==> config.mk <==
export PLATFORM = sky130hd
export DESIGN_NAME = dff_pipe_flat
export DESIGN_NICKNAME = d
export VERILOG_FILES = /design/src/rtl/dff_pipe_pkg.sv /design/src/rtl/dff_pipe_if.sv /design/src/rtl/dff_pipe_stage.sv /design/src/rtl/dff_pipe.sv /design/src/flat_wrapper.sv
export SDC_FILE = /design/constraint.sdc
export NUM_CORES = 1
export LEC_CHECK = 0
export CORE_MARGIN = 4
export CORE_UTILIZATION = 48
export CTS_BUF_LIST = sky130_fd_sc_hd__clkbuf_8
export DETAILED_ROUTE_END_ITERATION = 8
export GPL_ROUTABILITY_DRIVEN = 1
export HOLD_SLACK_MARGIN = 0.03
export PLACE_DENSITY = 0.7
export SLEW_MARGIN = 40
export SYNTH_ARGS = -nofsm -noshare
export SYNTH_HDL_FRONTEND = slang
export SYNTH_SLANG_ARGS = --single-unit
==> constraint.sdc <==
create_clock -name clk -period 2.35 [get_ports clk]
set_clock_uncertainty 0.2 [all_clocks]
set_input_delay 0.235 -clock clk [delete_from_list [all_inputs] [get_ports clk]]
set_output_delay 0.235 -clock clk [all_outputs]
set_load 0.005 [all_outputs]
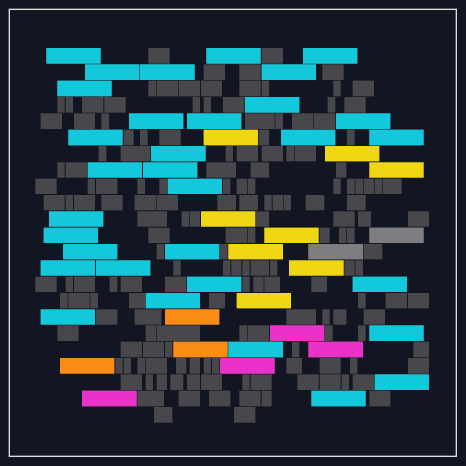
Fig. 1. Sequential cells coloured by netlist name.
Drawn at 6 px/um.
u_core.last_q: shown in yellow, flops 8. u_core.bus.occ: shown in orange, flops 3. u_core.g_stage.u_stage.q: shown in cyan, flops 32. u_core.g_stage.u_stage.q_valid: shown in magenta, flops 4.
Another 2 sequential cells are not coloured.
Reg area: 1230 um^2
fin util: 0.601

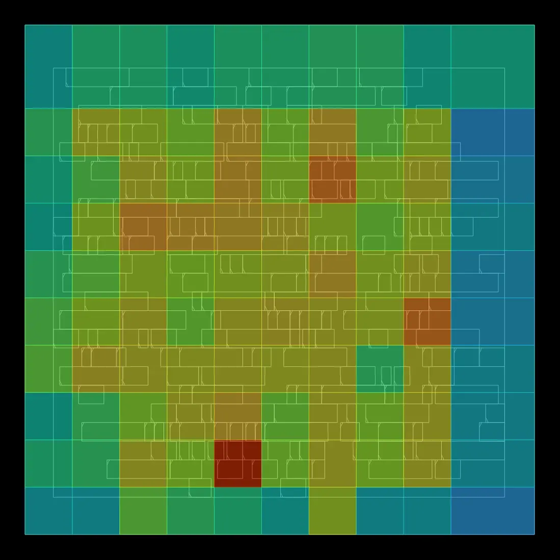
Fig. 2. Track usage over the die.
gr busiest metal: met2
met2 Use GR: 0.232

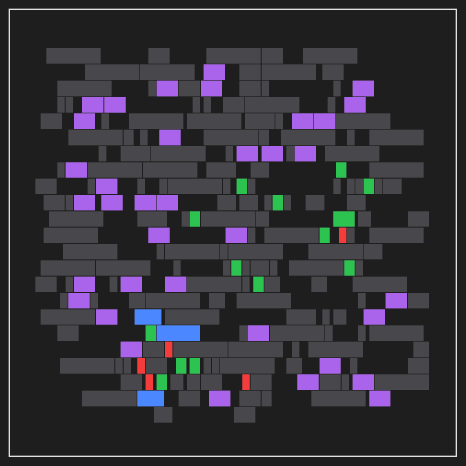
Fig. 3. Gate-type map.
Drawn at 6 px/um.
multiplexers: shown in purple, cells 36, where widely spread. inverting AOI/OAI gates: shown in green, cells 14. inverters: shown in red, cells 5. adder and majority cells: shown in blue, cells 3.
Final Non-Filler Cells: 264
logic share of the area: 0.322
most frequent logic cell in the layout: dfrtp_1

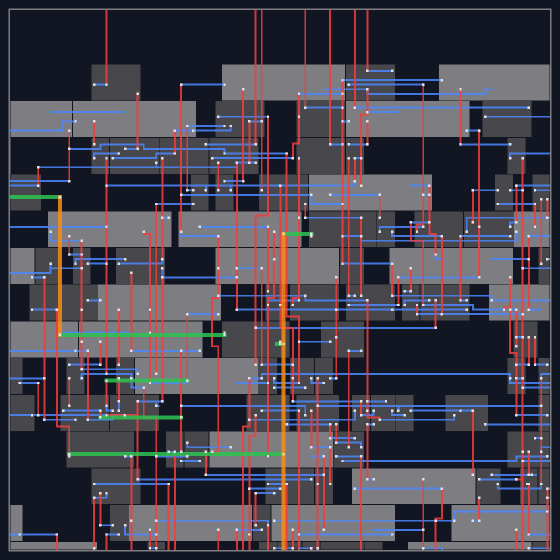
Fig. 4. Zoomed window.
Region (17, 32) to (57, 72) um. Cells in grey, sequential cells in the stronger grey; small squares are vias.
met2: shown in red. met4: shown in orange. met1: shown in blue. met3: shown in green.
Most frequent: dfrtp_1 (19), mux2i_1 (15), nor2_1 (15). 83 logic cells have their middle in the window. Sequential cells in the window: 19.

==> impl_metrics.json <==
{
  "muxShareOfSynthArea": 0.171,
  "layout.nonclk_buf_frac": 0.114,
  "yosys_cells": 186,
  "seq_cell_power_mw": 0.878,
  "largestClassByArea": "flip-flops and latches",
  "aoi_share": 0.0356,
  "power_density_nw_per_um2": 601,
  "async_reset_ff_frac": 1.00,
  "ys_seq_share": 0.582,
  "design_power_total_mw": 1.49,
  "finalCriticalPeriod_ns": 2.18,
  "slew_violations": 0,
  "pwr-share-seq": 0.591,
  "yosys-top-cells-area": "dfrtp_1 (58%), mux2i_1 (17%), nor2_1 (6.8%)",
  "leakage_nw": 1.25,
  "p_sw_mw": 0.355,
  "layout_setup_ws_ns": 0.171,
  "drc_errors": 0,
  "edf_count": 0,
  "status": "complete, no violations",
  "seq_share": 0.496,
  "switching_share": 0.239,
  "max_stage_delay_ns": 0.38,
  "grt_usage": 0.149,
  "tritoncts": "built",
  "synth_flops": 49,
  "critPathSlowestCell": "fa_1",
  "fp_nets": 202,
  "route.met2.wl_um": 1790,
  "vias": 1344,
  "synth_area_leader_cell": "dfrtp_1",
  "clkbuf_count": 5,
  "comb_area_um2": 797,
  "vdd_drop_max_mv": 0.383,
  "arrival_ns": 2.20,
  "cts_setup_buffers": 0,
  "finalClockPeriodUsage": 0.927,
  "tightest_slew_ns": 0.507,
  "fin_tns_setup_ns": 0,
  "clkCellAreaFrac": 0.0349,
  "insertion_delay_ns": 0.30,
  "cellInternalPower_mw": 1.13,
  "die_x_um": 74.3,
  "grt_max_degree": 36,
  "slew_headroom": 0.662,
  "most_common_cell": "dfrtp_1",
  "finalHoldViolCount": 0,
  "core-area_um2": 4120,
  "critical_path.top_delay_family": "adder cells",
  "postRouteAntennaNets": 0,
  "num_io_pins": 26,
  "port_buffers": 25,
  "cp_num_buf_inv": 3,
  "nFillCells": 326,
  "dr.pass1.iters": 4,
  "pwr-share-comb": 0.089,
  "die-area_um2": 5520,
  "row_count": 23,
  "grt_pass1_vias": 1374,
  "powerClk_mw": 0.477,
  "grtUsageMet1": 0.203,
  "ys_sh_adder": 0.0214,
  "wire_per_inst_um": 13.8,
  "fp_util": 0.512,
  "worstRegToRegCells": 9,
  "crit_top_cell": "inv_1"
}
Power and IR drop assume default switching activity.
